File: src/rtl/pc_fetch_sequencer_pkg.sv
// Shared definitions for the fetch sequencer, the PC register and decode.
// Width defaults live here so all three stages agree on them.
package pc_fetch_sequencer_pkg;

  localparam int unsigned CONTENT_SIZE = 16;
  localparam int unsigned INSTR_SIZE   = 32;
  localparam int unsigned PC_STEP      = 1;

  typedef enum logic [1:0] {
    StReq  = 2'd0,
    StHold = 2'd1,
    StHalt = 2'd2
  } fetch_state_e;

endpackage

File: src/rtl/pc_fetch_sequencer_if.sv
// Fetch-side signal bundle: PC register, instruction memory, decode, redirect and halt.
// The master modport is the sequencer; the slave modport is the surrounding core.
interface pc_fetch_sequencer_if
  import pc_fetch_sequencer_pkg::*;
#(
  parameter int unsigned ContentSize = CONTENT_SIZE,
  parameter int unsigned InstrSize   = INSTR_SIZE
) ();

  logic [ContentSize-1:0] i_pc;
  logic [ContentSize-1:0] o_pc_next;
  logic                   o_pc_en;
  logic                   o_imem_req;
  logic [ContentSize-1:0] o_imem_addr;
  logic                   i_imem_ack;
  logic [InstrSize-1:0]   i_imem_data;
  logic [InstrSize-1:0]   o_instr;
  logic                   o_instr_valid;
  logic                   i_instr_ready;
  logic                   i_redirect;
  logic [ContentSize-1:0] i_redirect_target;
  logic                   i_halt;
  logic                   o_halted;

  modport master (
    input  i_pc,
    output o_pc_next,
    output o_pc_en,
    output o_imem_req,
    output o_imem_addr,
    input  i_imem_ack,
    input  i_imem_data,
    output o_instr,
    output o_instr_valid,
    input  i_instr_ready,
    input  i_redirect,
    input  i_redirect_target,
    input  i_halt,
    output o_halted
  );

  modport slave (
    output i_pc,
    input  o_pc_next,
    input  o_pc_en,
    input  o_imem_req,
    input  o_imem_addr,
    output i_imem_ack,
    output i_imem_data,
    input  o_instr,
    input  o_instr_valid,
    output i_instr_ready,
    output i_redirect,
    output i_redirect_target,
    output i_halt,
    input  o_halted
  );

endinterface

File: src/rtl/pc_fetch_sequencer_fetch_buf.sv
// Single-entry instruction holding register.
// Priority: reset > clear > load. A clear drops the entry but leaves the data bits in place.
module pc_fetch_sequencer_fetch_buf #(
  parameter int unsigned Width = 32
) (
  input  logic             clk,
  input  logic             rst,
  input  logic             load_i,
  input  logic             clear_i,
  input  logic [Width-1:0] data_i,
  output logic [Width-1:0] data_o,
  output logic             valid_o
);

  logic [Width-1:0] data_q, data_d;
  logic             valid_q, valid_d;

  always_comb begin
    data_d  = data_q;
    valid_d = valid_q;
    if (clear_i) begin
      valid_d = 1'b0;
    end else if (load_i) begin
      data_d  = data_i;
      valid_d = 1'b1;
    end
  end

  always_ff @(posedge clk) begin
    if (rst) begin
      data_q  <= '0;
      valid_q <= 1'b0;
    end else begin
      data_q  <= data_d;
      valid_q <= valid_d;
    end
  end

  assign data_o  = data_q;
  assign valid_o = valid_q;

endmodule

File: src/rtl/pc_fetch_sequencer.sv
// Fetch controller: drives the PC register's next value and enable, issues one
// instruction-memory read at a time and holds the returned word until decode takes it.
module pc_fetch_sequencer
  import pc_fetch_sequencer_pkg::*;
#(
  parameter int unsigned ContentSize = CONTENT_SIZE,
  parameter int unsigned InstrSize   = INSTR_SIZE,
  parameter int unsigned PcStep      = PC_STEP
) (
  input logic                  clk,
  input logic                  rst,
  pc_fetch_sequencer_if.master fetch_io
);

  fetch_state_e state_q, state_d;
  logic         halted_q, halted_d;
  logic         buf_load, buf_clear;

  logic [ContentSize-1:0] pc_inc;
  assign pc_inc = fetch_io.i_pc + ContentSize'(PcStep);

  always_comb begin
    state_d             = state_q;
    buf_load            = 1'b0;
    buf_clear           = 1'b0;
    fetch_io.o_pc_en    = 1'b0;
    fetch_io.o_pc_next  = fetch_io.i_pc;
    fetch_io.o_imem_req = 1'b0;

    if (rst) begin
      state_d            = StReq;
      buf_clear          = 1'b1;
      fetch_io.o_pc_next = '0;
    end else begin
      unique case (state_q)
        StReq: begin
          fetch_io.o_imem_req = 1'b1;
          // Redirect discards any ack landing on the stale address.
          if (fetch_io.i_redirect) begin
            fetch_io.o_pc_en   = 1'b1;
            fetch_io.o_pc_next = fetch_io.i_redirect_target;
          end else if (fetch_io.i_halt) begin
            fetch_io.o_imem_req = 1'b0;
            state_d             = StHalt;
          end else if (fetch_io.i_imem_ack) begin
            buf_load = 1'b1;
            state_d  = StHold;
          end
        end
        StHold: begin
          if (fetch_io.i_redirect) begin
            fetch_io.o_pc_en   = 1'b1;
            fetch_io.o_pc_next = fetch_io.i_redirect_target;
            buf_clear          = 1'b1;
            state_d            = StReq;
          end else if (fetch_io.i_instr_ready) begin
            // Halt is only honoured once the held instruction has been consumed.
            fetch_io.o_pc_en   = 1'b1;
            fetch_io.o_pc_next = pc_inc;
            buf_clear          = 1'b1;
            state_d            = fetch_io.i_halt ? StHalt : StReq;
          end
        end
        StHalt: begin
          if (fetch_io.i_redirect) begin
            fetch_io.o_pc_en   = 1'b1;
            fetch_io.o_pc_next = fetch_io.i_redirect_target;
          end
          if (!fetch_io.i_halt) begin
            state_d = StReq;
          end
        end
        default: state_d = StReq;
      endcase
    end
  end

  assign halted_d = (state_d == StHalt);

  always_ff @(posedge clk) begin
    if (rst) begin
      state_q  <= StReq;
      halted_q <= 1'b0;
    end else begin
      state_q  <= state_d;
      halted_q <= halted_d;
    end
  end

  pc_fetch_sequencer_fetch_buf #(
    .Width (InstrSize)
  ) u_fetch_buf (
    .clk     (clk),
    .rst     (rst),
    .load_i  (buf_load),
    .clear_i (buf_clear),
    .data_i  (fetch_io.i_imem_data),
    .data_o  (fetch_io.o_instr),
    .valid_o (fetch_io.o_instr_valid)
  );

  assign fetch_io.o_imem_addr = fetch_io.i_pc;
  assign fetch_io.o_halted    = halted_q;

  a_halt_no_req: assert property (@(posedge clk) disable iff (rst)
    halted_q |-> !fetch_io.o_imem_req);
  a_halt_no_valid: assert property (@(posedge clk) disable iff (rst)
    halted_q |-> !fetch_io.o_instr_valid);
  a_req_no_valid: assert property (@(posedge clk) disable iff (rst)
    fetch_io.o_imem_req |-> !fetch_io.o_instr_valid);

endmodule

File: src/flat_wrapper.sv
// flat-port wrapper written by rule: the top's interface ports become plain ports
module pc_fetch_sequencer_flat import pc_fetch_sequencer_pkg::*;
#(
  parameter int unsigned ContentSize = CONTENT_SIZE,
  parameter int unsigned InstrSize   = INSTR_SIZE,
  parameter int unsigned PcStep      = PC_STEP
)
  (clk, rst, fetch_io_i_pc, fetch_io_o_pc_next, fetch_io_o_pc_en, fetch_io_o_imem_req, fetch_io_o_imem_addr, fetch_io_i_imem_ack, fetch_io_i_imem_data, fetch_io_o_instr, fetch_io_o_instr_valid, fetch_io_i_instr_ready, fetch_io_i_redirect, fetch_io_i_redirect_target, fetch_io_i_halt, fetch_io_o_halted);
  pc_fetch_sequencer_if #(.ContentSize(ContentSize), .InstrSize(InstrSize)) fetch_io_i ();
  input logic clk;
  input logic rst;
  input wire logic [$bits(fetch_io_i.i_pc)-1:0] fetch_io_i_pc;
  output wire logic [$bits(fetch_io_i.o_pc_next)-1:0] fetch_io_o_pc_next;
  output wire logic [$bits(fetch_io_i.o_pc_en)-1:0] fetch_io_o_pc_en;
  output wire logic [$bits(fetch_io_i.o_imem_req)-1:0] fetch_io_o_imem_req;
  output wire logic [$bits(fetch_io_i.o_imem_addr)-1:0] fetch_io_o_imem_addr;
  input wire logic [$bits(fetch_io_i.i_imem_ack)-1:0] fetch_io_i_imem_ack;
  input wire logic [$bits(fetch_io_i.i_imem_data)-1:0] fetch_io_i_imem_data;
  output wire logic [$bits(fetch_io_i.o_instr)-1:0] fetch_io_o_instr;
  output wire logic [$bits(fetch_io_i.o_instr_valid)-1:0] fetch_io_o_instr_valid;
  input wire logic [$bits(fetch_io_i.i_instr_ready)-1:0] fetch_io_i_instr_ready;
  input wire logic [$bits(fetch_io_i.i_redirect)-1:0] fetch_io_i_redirect;
  input wire logic [$bits(fetch_io_i.i_redirect_target)-1:0] fetch_io_i_redirect_target;
  input wire logic [$bits(fetch_io_i.i_halt)-1:0] fetch_io_i_halt;
  output wire logic [$bits(fetch_io_i.o_halted)-1:0] fetch_io_o_halted;
  assign fetch_io_i.i_pc = fetch_io_i_pc;
  assign fetch_io_o_pc_next = fetch_io_i.o_pc_next;
  assign fetch_io_o_pc_en = fetch_io_i.o_pc_en;
  assign fetch_io_o_imem_req = fetch_io_i.o_imem_req;
  assign fetch_io_o_imem_addr = fetch_io_i.o_imem_addr;
  assign fetch_io_i.i_imem_ack = fetch_io_i_imem_ack;
  assign fetch_io_i.i_imem_data = fetch_io_i_imem_data;
  assign fetch_io_o_instr = fetch_io_i.o_instr;
  assign fetch_io_o_instr_valid = fetch_io_i.o_instr_valid;
  assign fetch_io_i.i_instr_ready = fetch_io_i_instr_ready;
  assign fetch_io_i.i_redirect = fetch_io_i_redirect;
  assign fetch_io_i.i_redirect_target = fetch_io_i_redirect_target;
  assign fetch_io_i.i_halt = fetch_io_i_halt;
  assign fetch_io_o_halted = fetch_io_i.o_halted;
  pc_fetch_sequencer #(.ContentSize(ContentSize), .InstrSize(InstrSize), .PcStep(PcStep)) u_core (.clk(clk), .rst(rst), .fetch_io(fetch_io_i));
endmodule
File: config.mk
export PLATFORM = sky130hd
export DESIGN_NAME = pc_fetch_sequencer_flat
export DESIGN_NICKNAME = d
export VERILOG_FILES = /design/src/rtl/pc_fetch_sequencer_pkg.sv /design/src/rtl/pc_fetch_sequencer_if.sv /design/src/rtl/pc_fetch_sequencer_fetch_buf.sv /design/src/rtl/pc_fetch_sequencer.sv /design/src/flat_wrapper.sv
export SDC_FILE = /design/constraint.sdc
export NUM_CORES = 1
export LEC_CHECK = 0
export CORE_UTILIZATION = 39
export CTS_CLUSTER_SIZE = 25
export DETAILED_ROUTE_END_ITERATION = 16
export PLACE_DENSITY = 0.79
export RECOVER_POWER = 50
export REMOVE_ABC_BUFFERS = 1
export SETUP_SLACK_MARGIN = 0.1
export SLEW_MARGIN = 40
export SYNTH_ARGS = -nofsm -noshare
export SYNTH_HDL_FRONTEND = slang
export SYNTH_HIERARCHICAL = 1
export SYNTH_SLANG_ARGS = --single-unit
export TNS_END_PERCENT = 10
File: constraint.sdc
create_clock -name clk -period 3.05 [get_ports clk]
set_clock_uncertainty 0.1 [all_clocks]
set_input_delay 0.305 -clock clk [delete_from_list [all_inputs] [get_ports clk]]
set_output_delay 0.305 -clock clk [all_outputs]
set_load 0.03 [all_outputs]
### Register map, names as in the netlist, run 1

Bar = 20 um. Other sequential cells in the stronger grey, the rest of the logic in the fainter grey.
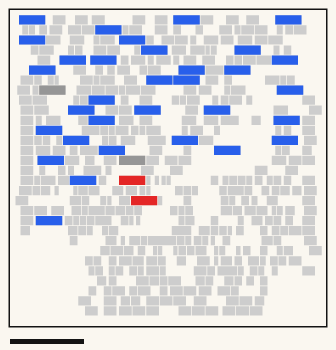
Red marks `u_core/state_q`, flops 2. Blue marks `u_core/u_fetch_buf/data_o`, flops 32.
Another 2 sequential cells are not coloured.
FF/Latch Area: 720.7 um2
Seq area share: 0.1785
fin util: 0.5943
Seq group: 483 uW

### Signal wires on met3, run 1

Bar = 20 um.
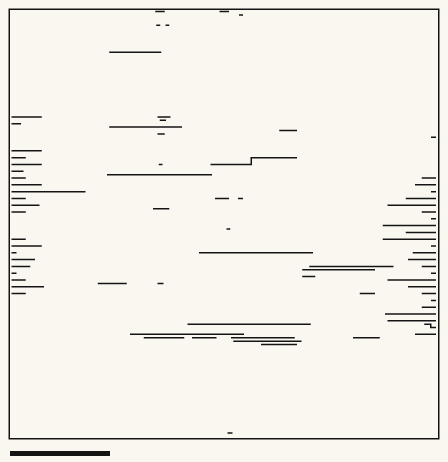
The wires run mostly horizontal. The layer carries 442 um of wire. The longest straight run is 24.4 um. The layer holds 5.5% of the routed length. 71 nets have wire on it.

### Cell density map, run 1

9 x 9 tiles, from white (low) to dark blue (high), 0 to 100% covered.
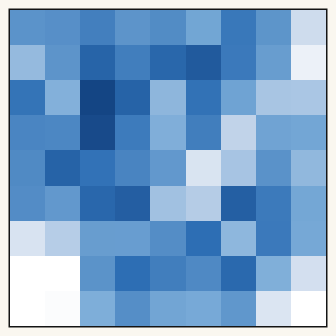
6.2% of the tiles are nearly empty. The fullest tile reaches 92%. The mean over all tiles is 53%. The emptiest ninth of the die: bottom left. 15% of the tiles are over 75% full.

==> qor.csv, run 1 <==
stage;metric;value;unit
clocking;cts_buffers;5;
critical_path;rr_startpoint;u_core/state_q[0];
final_timing;rsz0062_at_grt;false;
critical_path;worst_ep_required_time;2.64;ns
power_and_ir_drop;power_top_consumer;sequential cells;
power_and_ir_drop;power_clock;315;uW
floorplan;fp.dieH;85.65;um
detailed_routing;drtPass1Iterations;11;
global_route;use_met1;0.2724;
place;pre_cts_ws;0.4509;ns
place;numPortBuffers;137;
detailed_routing;wl;8.022;mm
power_and_ir_drop;pwr-share-comb;0.326;
synth;common_cells;nand2b_1, dfxtp_1, nand4bb_1;
power_and_ir_drop;p_int;826.2;uW
finish;final_cell_mix;clkdlybuf4s50_1, nand2b_1, dlygate4sd3_1, dfxtp_1, nand4bb_1;
synth;synth-main-ff-cell;dfxtp_1;
final_timing;setup_viol;0;
global_route;top_usage_layer;met2;
synth;xor_area_frac;0.03530;
final_timing;period_used_share;0.8851;
min_path;hold_start;u_core/u_fetch_buf/data_o[10];
floorplan;n_tap_cell;96;
finish;n_all_buffers;146;
detailed_routing;ant_nets;0;
synth;fa_ha_area_frac;0.004585;
power_and_ir_drop;p_clk_frac;0.266;
global_route;globalRouteMet3Util;0.03465;
detailed_routing;wl_met2;4.064;mm
power_and_ir_drop;power_switching;358.6;uW
power_and_ir_drop;power_density;293.4;nW/um2
finish;buf_share;0.3421;
synth;yosys.cell_count.top_type;nand2b_1;
synth;top_area_cell;dfxtp_1;
clocking;htree_levels;2;
finish;comb_share;0.4267;
run_status;failed_checks;DRC;
power_and_ir_drop;peakVddDrop;0.2230;mV
global_route;grtUsageTotal;0.2103;
finish;top_area_cell_class;logic gates;
finish;drive_gt1_frac;0.1293;
critical_path;cp-startpoint;u_core/state_q[0];
synth;synth-cells-yosys;334;
clocking;cts.sinks;36;
finish;finalNetCount;512;
final_timing;post-route-min-period;2.700;ns
final_timing;tightestPinTransition;0.6568;ns
floorplan;chipArea;7336;um2
floorplan;core_region_area;6794;um2
synth;syn_area_per_cell;8.170;um2
detailed_routing;routedWlPerCell;14.94;um
critical_path;setup.worst_path.start_class;flip-flop;
detailed_routing;drc;1;
critical_path;slowest_delay;0.65;ns
final_timing;slew-limit-headroom;0.5622;
job;tool_warnings;25;
detailed_routing;drt_iter0_drc;160;
synth;synthSimpleGateAreaFrac;0.3994;
detailed_routing;met1_length;3.311;mm
synth;synthAoiAreaFrac;0.1921;
place;gp_congestion;0.7783;
finish;clkbuf_count;6;
synth;ys_seq_frac;0.2641;
global_route;grt_overflow;0;
synth;syn-cell-area;2729;um2
critical_path;worst_path_most_repeated_cell;nor2_1;
detailed_routing;top_layer;met4;
detailed_routing;drt-vias-per-instance;5.363;
clocking;clkTransAtPathRegs;0.07;ns
synth;mux_area_frac;0;
finish;fill_cells;640;
critical_path;r2r_slack;0.60;ns
finish;inverters;4;
critical_path;worst-path-stages;5;
critical_path;critPathTopFamily;buffers and inverters;
power_and_ir_drop;power_switching_share;0.3027;
job;cap_violations;0;
clocking;cts-root-buf;clkbuf_8;
final_timing;clock.fmax;370.4;MHz
global_route;use_met2;0.3520;
finish;final_common_cell;clkdlybuf4s50_1;
finish;logic_area;1723;um2
global_route;grt_pass1_wl;12.65;mm
clocking;hold_buffers;0;
clocking;clock_path_buffers;2;
synth;ys_async_sr_fraction;0;
clocking;clock_insertion_delay_worst_skew;0.28;ns
power_and_ir_drop;pg_comb;387;uW
critical_path;critPathCapture;fetch_io_o_imem_req;
final_timing;setup_ws;0.3505;ns
run_status;status;complete, but fails checks;
finish;antenna_cells;0;
clocking;cts_tree;built;
power_and_ir_drop;leakagePower;1.486;nW
min_path;whs_path_depth;2;
critical_path;crit_fanout;16;
finish;clkCellAreaFrac;0.01921;
floorplan;ios;138;
final_timing;slew_viol_final;0;
critical_path;endpoint_kind;primary output;
synth;synth-edff-count;0;
floorplan;die-width;85.65;um
critical_path;worstSetupPathType;flip-flop to primary output;
finish;logic_gate_count;248;
detailed_routing;dr_wl_met3;442;um
place;dp_hpwl;5.751;mm
synth;yosysUniqueCellTypes;45;
run 1: sequential cells by signal, summed over array words and instances, names as in the netlist:
register,cells
u_core/u_fetch_buf/data_o,32
u_core/u_fetch_buf/valid_o,1
u_core/fetch_io.o_halted,1
u_core/state_q,2
run 1: metrics by stage:
step | cell area [um2] | hold WS, ns | std cells | utilization | power [mW]
finish | 4038 | 0.3603 | 537 | 0.5943 | 1.185
global route | 4038 | 0.3815 | 537 | 0.5943 | 1.244
CTS | 4054 | 0.3673 | 537 | 0.5967 | 1.207
detailed placement | 3976 | 0.3551 | 530 | 0.5853 | 0.8872
global placement | 3976 | 0.3514 | 530 | 0.5853 | 0.8820
floorplan | 2459 | 0.2818 | 288 | - | 0.6517
### Cell placement, run 1

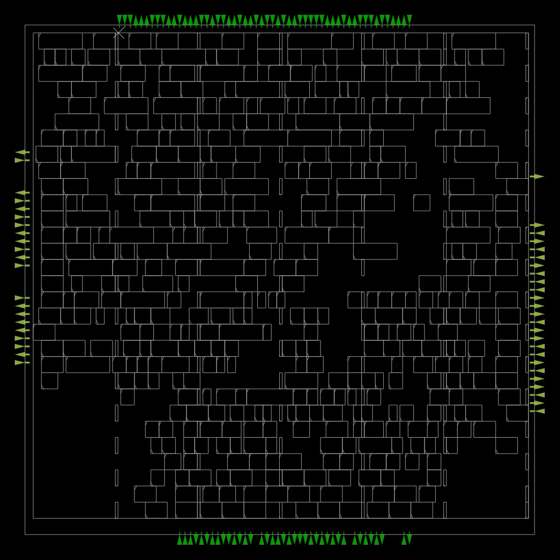

==> inputs of run 2 (changes only) <==
Settings changed: CORE_UTILIZATION 39 to 25, PLACE_DENSITY 0.79 to not set.
### Cell placement, run 2

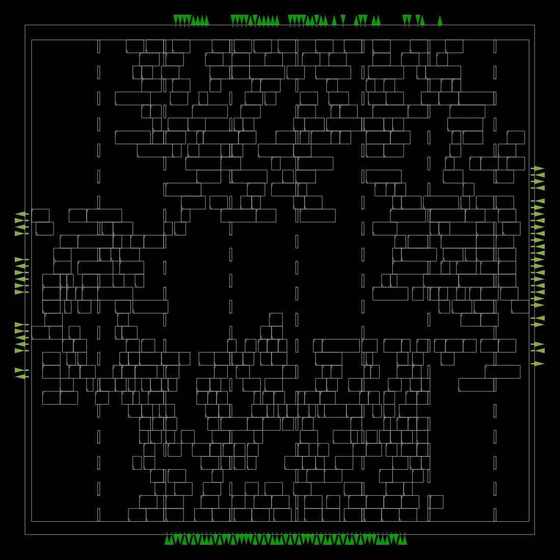
Seq area share: 0.1734
Layout Cells excl Fill: 582
fill count: 1105
core area: 10460 um2

### Placed cells, one colour a class, run 2

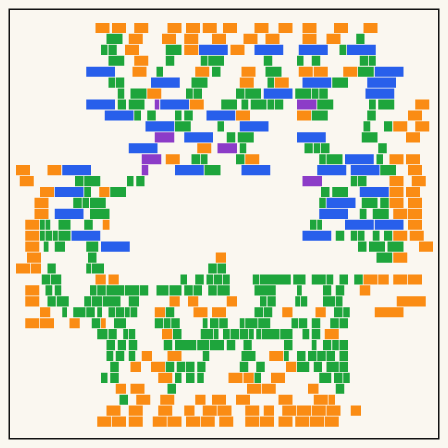
Blue marks registers, cells 36, share of their area 18%. Purple marks clock drivers and dummy loads, cells 7, share of their area 1.9%. Orange marks remaining buffers and delay cells, cells 151, share of their area 36%. Green marks remaining logic cells, cells 252, share of their area 44%.
Cell Rows: 37
fin util: 0.3973
Final Cell Area: 4156 um2

==> qor.csv, run 2 <==
stage;metric;value;unit;change
synth;syn_area_per_cell;8.170;um2;unchanged
place;numPortBuffers;137;;unchanged
finish;finalNetCount;517;;+0.98%
final_timing;clock.fmax;360.9;MHz;-2.6%
synth;ys_seq_frac;0.2641;;unchanged
finish;logic_gate_count;248;;unchanged
finish;antenna_cells;0;;unchanged
clocking;cts-root-buf;clkbuf_8;;
detailed_routing;routedWlPerCell;15.01;um;+0.46%
finish;logic_area;1723;um2;unchanged
power_and_ir_drop;peakVddDrop;0.1334;mV;-40%
finish;n_all_buffers;151;;+3.4%
synth;synth-cells-yosys;334;;unchanged
finish;buf_share;0.3489;;+0.006773
synth;synthSimpleGateAreaFrac;0.3994;;unchanged
finish;inverters;4;;unchanged
power_and_ir_drop;p_clk_frac;0.261;;-0.005
finish;final_common_cell;clkdlybuf4s50_1;;
power_and_ir_drop;pwr-share-comb;0.337;;+0.011
finish;clkbuf_count;6;;unchanged
clocking;clock_path_buffers;2;;unchanged
power_and_ir_drop;power_switching_share;0.3049;;+0.002240
synth;syn-cell-area;2729;um2;unchanged
finish;largest_register_ffs;32;;unchanged
synth;yosysUniqueCellTypes;45;;unchanged
place;gp_congestion;0.8097;;+4.0%
synth;synth-edff-count;0;;unchanged
finish;final_cell_mix;clkdlybuf4s50_1, dlygate4sd3_1, nand2b_1, dfxtp_1, nand4bb_1;;
synth;common_cells;nand2b_1, dfxtp_1, nand4bb_1;;
finish;seq_area;720.7;um2;unchanged
final_timing;setup_ws;0.2790;ns;-0.07140 ns
floorplan;chipArea;11340;um2;+55%
critical_path;crit_fanout;10;;-6
detailed_routing;drc;0;;-1
floorplan;n_tap_cell;136;;+42%
clocking;cts.sinks;36;;unchanged
power_and_ir_drop;power_switching;366.3;uW;+2.1%
synth;synthAoiAreaFrac;0.1921;;unchanged
finish;drive_gt1_frac;0.1390;;+0.009762
synth;top_area_cell;dfxtp_1;;
synth;mux_area_frac;0;;unchanged
finish;comb_share;0.4145;;-0.01220
finish;clkCellAreaFrac;0.01866;;-0.0005495
place;dp_hpwl;6.308;mm;+9.7%
power_and_ir_drop;leakagePower;1.523;nW;+2.5%
clocking;htree_levels;2;;unchanged
synth;ys_async_sr_fraction;0;;unchanged
power_and_ir_drop;power_clock;314;uW;about the same
final_timing;slew_viol_final;0;;unchanged
final_timing;tightestPinTransition;0.7063;ns;+0.04952 ns
global_route;grtUsageTotal;0.1514;;-0.05890
synth;yosys.cell_count.top_type;nand2b_1;;
place;dp.cells;575;;+8.5%
detailed_routing;drt-vias-per-instance;4.952;;-7.7%
detailed_routing;wl;8.734;mm;+8.9%
critical_path;endpoint_kind;primary output;;
detailed_routing;dr_wl_met3;354;um;-20%
clocking;cts_tree;built;;
clocking;clock_insertion_delay_worst_skew;0.27;ns;about the same
final_timing;period_used_share;0.9085;;+0.02341
power_and_ir_drop;power_density;289.0;nW/um2;-1.5%
critical_path;slowest_delay;0.75;ns;+0.10 ns
job;cap_violations;0;;unchanged
critical_path;critPathTopFamily;buffers and inverters;;
detailed_routing;ant_nets;0;;unchanged
power_and_ir_drop;total_power;1.201;mW;+1.4%
place;pre_cts_ws;0.3893;ns;-0.06167 ns
power_and_ir_drop;seq-power;482;uW;about the same
run_status;status;finished clean;;
clocking;hold_buffers;0;;unchanged
synth;xor_area_frac;0.03530;;unchanged
### Cell density map, run 2

11 x 11 tiles, from white (low) to dark blue (high), 0 to 100% covered.
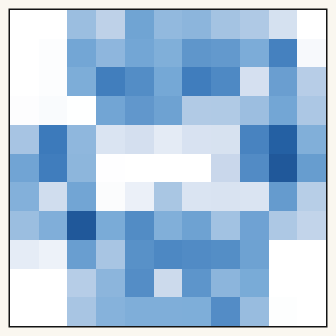
20% of the tiles are nearly empty. 2.5% of the tiles are over 75% full. The mean over all tiles is 35%. The fullest tile reaches 84%.
Pre-Place Util: 0.2608

## run 2: path summary, 6_finish.rpt
check                                              startpoint                            end  slack (ns)  cells past startpoint
worst max-delay path                      fetch_io_i_redirect            fetch_io_o_imem_req        0.28                      5
worst min register to register  u_core/u_fetch_buf/data_o[13]  u_core/u_fetch_buf/data_o[13]        0.36                      2
worst max register to register              u_core/state_q[0]   u_core/u_fetch_buf/data_o[8]        0.93                      6
worst min-delay path            u_core/u_fetch_buf/data_o[13]  u_core/u_fetch_buf/data_o[13]        0.36                      2
## run 2: routing by layer
layer	vias up	global-route usage
met1	1370	0.2033
met5	-	0
met3	9	0.02330
met4	0	0.03033
li1	1419	-
met2	84	0.2556
### Signal wires on met3, run 2

Bar = 20 um.
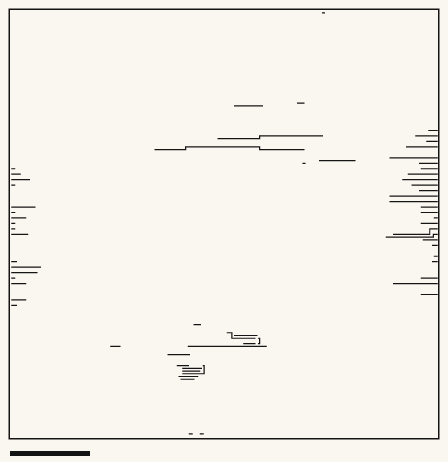

==> inputs of run 3 (changes only) <==
Settings changed: CORE_ASPECT_RATIO set to 2.
### Signal wires on met3, run 3

Bar = 20 um.
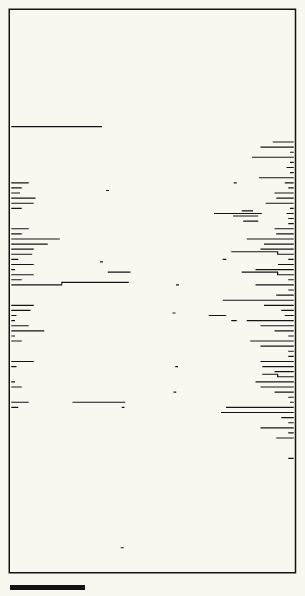
The layer holds 6.3% of the routed length. The layer carries 588 um of wire.
drt total wl: 9.356 mm
met3 Usage GRT: 0.02222
Vias: 2944

### Register map, names as in the netlist, run 3

Bar = 20 um. Other sequential cells in the stronger grey, the rest of the logic in the fainter grey.
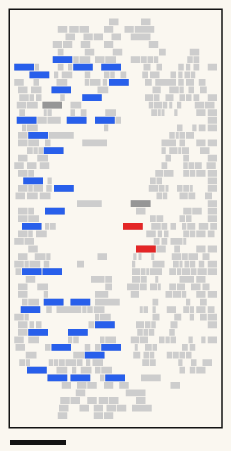
Blue marks `u_core/u_fetch_buf/data_o`, flops 32. Red marks `u_core/state_q`, flops 2.
Seq group: 484 uW
fin util: 0.4070

==> qor.csv, run 3 <==
stage;metric;value;unit;change
floorplan;rows;53;;+43%
critical_path;crit_chain;dlygate4sd3_1 -> clkbuf_1 -> nand3_2 -> nor2_1 -> xnor2_1 -> a2111oi_1 -> buf_4;;
final_timing;rsz0062_at_grt;false;;
finish;antenna_cells;0;;unchanged
place;gp_congestion;0.7975;;-1.5%
finish;buf_share;0.3501;;+0.001259
global_route;top_usage_layer;met2;;
critical_path;slowest_delay;0.66;ns;-0.09 ns
finish;seq_area;720.7;um2;unchanged
power_and_ir_drop;power_switching_share;0.2811;;-0.02385
final_timing;setup_ws;0.2672;ns;-0.01184 ns
synth;synth-cells-yosys;334;;unchanged
final_timing;slew_viol_final;0;;unchanged
final_timing;period_used_share;0.9124;;+0.003881
power_and_ir_drop;pwr-share-comb;0.288;;-0.049
place;numPortBuffers;137;;unchanged
global_route;first_global_vias;2955;;
detailed_routing;drc;0;;unchanged
synth;ys_async_sr_fraction;0;;unchanged
synth;yosysUniqueCellTypes;45;;unchanged
synth;yosys.cell_count.top_type;nand2b_1;;
synth;synth-edff-count;0;;unchanged
synth;top_area_cell;dfxtp_1;;
detailed_routing;routedWlPerCell;15.99;um;+6.6%
finish;final_cell_mix;clkdlybuf4s50_1, dlygate4sd3_1, nand2b_1, dfxtp_1, nand4bb_1;;
clocking;clock_path_buffers;2;;unchanged
synth;ys_ff;36;;
clocking;clock_insertion_delay_worst_skew;0.27;ns;about the same
finish;largest_register_ffs;32;;unchanged
clocking;cts-root-buf;clkbuf_16;;
clocking;htree_levels;2;;unchanged
detailed_routing;top_layer;met4;;
clocking;clkTransAtPathRegs;0.05;ns;
finish;comb_share;0.4029;;-0.01159
synth;syn-cell-area;2729;um2;unchanged
power_and_ir_drop;leakagePower;1.582;nW;+3.8%
global_route;use_met1;0.1592;;-0.04403
power_and_ir_drop;power_switching;403.3;uW;+10%
synth;mux_area_frac;0;;unchanged
detailed_routing;drt-vias-per-instance;5.032;;+1.6%
clocking;cts.sinks;36;;unchanged
finish;fill_cells;1052;;-4.8%
final_timing;finalHoldViolations;0;;
min_path;whs_path_depth;2;;unchanged
synth;ys_seq_frac;0.2641;;unchanged
detailed_routing;dr_wl_met3;588;um;+66%
critical_path;critPathTopFamily;buffers and inverters;;
finish;clkCellAreaFrac;0.03557;;+0.01690
finish;logic_gate_count;248;;unchanged
finish;clkbuf_count;7;;+1
global_route;use_met2;0.3288;;+0.07320
place;dp_hpwl;7.033;mm;+11%
finish;final_area;4292;um2;+3.3%
clocking;cts_tree;built;;
detailed_routing;ant_nets;0;;unchanged
synth;syn_area_per_cell;8.170;um2;unchanged
synth;synthSimpleGateAreaFrac;0.3994;;unchanged
final_timing;clock.fmax;359.4;MHz;-0.43%
critical_path;crit_fanout;6;;-4
finish;n_all_buffers;153;;+1.3%
synth;synthAoiAreaFrac;0.1921;;unchanged
critical_path;worst-path-stages;7;;+2
synth;synth-main-ff-cell;dfxtp_1;;
synth;fa_ha_area_frac;0.004585;;
finish;final_common_cell;clkdlybuf4s50_1;;
critical_path;endpoint_kind;primary output;;
place;dp.cells;578;;+0.52%
global_route;grtUsageTotal;0.1658;;+0.01448
finish;stdcell_count;585;;+0.52%
synth;common_cells;nand2b_1, dfxtp_1, nand4bb_1;;
final_timing;tightestPinTransition;1.054;ns;+0.3473 ns
detailed_routing;met1_length;3.228;mm;
synth;xor_area_frac;0.03530;;unchanged
place;placed_area;4143;um2;
synth;logic_family;simple AND/OR/NAND/NOR gates;;
critical_path;worst_ep_required_time;2.64;ns;
place;pre_cts_ws;0.3648;ns;-0.02448 ns
finish;finalNetCount;519;;+0.39%
power_and_ir_drop;total_power;1.435;mW;+19%
finish;drive_gt1_frac;0.1473;;+0.008308
finish;seq_share;0.1679;;-0.005460
clocking;hold_buffers;0;;unchanged
finish;logic_area;1729;um2;+0.36%
global_route;antenna_found_initial;0;;
floorplan;chipArea;11360;um2;+0.22%
power_and_ir_drop;p_clk_frac;0.375;;+0.114
job;cap_violations;0;;unchanged
power_and_ir_drop;power_density;334.3;nW/um2;+16%
run_status;status;finished clean;;
critical_path;r2r_cells;4;;-2
power_and_ir_drop;peakVddDrop;0.3905;mV;+190%
floorplan;n_tap_cell;137;;+0.74%
finish;inverters;4;;unchanged
### Cell density map, run 3

8 x 15 tiles, from white (low) to dark blue (high), 0 to 100% covered.
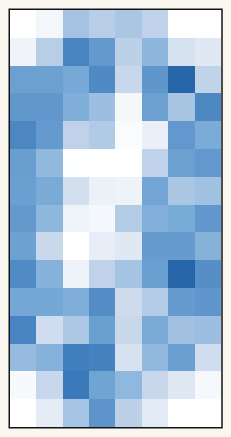
The densest ninth of the die: right middle. The fullest tile reaches 79%. 8.3% of the tiles are nearly empty. The mean over all tiles is 36%. The emptiest ninth of the die: middle.
core area: 10540 um2
Pre-Place Util: 0.2588

run 3: path summary, 6_finish.rpt:
path,startpoint,endpoint,slack [ns]
max,fetch_io_i_instr_ready,fetch_io_o_pc_next[6],0.27
min,u_core/u_fetch_buf/data_o[31],u_core/u_fetch_buf/data_o[31],0.36
max reg2reg,u_core/state_q[0],u_core/u_fetch_buf/data_o[29],0.77
min reg2reg,u_core/u_fetch_buf/data_o[31],u_core/u_fetch_buf/data_o[31],0.36
run 3: power groups by stage:
stage                     Clock, mW  Sequential, mW  Combinational (mW)
after floorplan                   0           0.506               0.146
after global placement            0           0.494               0.419
after detailed placement          0           0.495               0.421
after CTS                     0.562           0.484               0.423
after global routing          0.577           0.485               0.443
final                         0.537           0.484               0.413
Power is estimated from default activity; no workload was simulated.
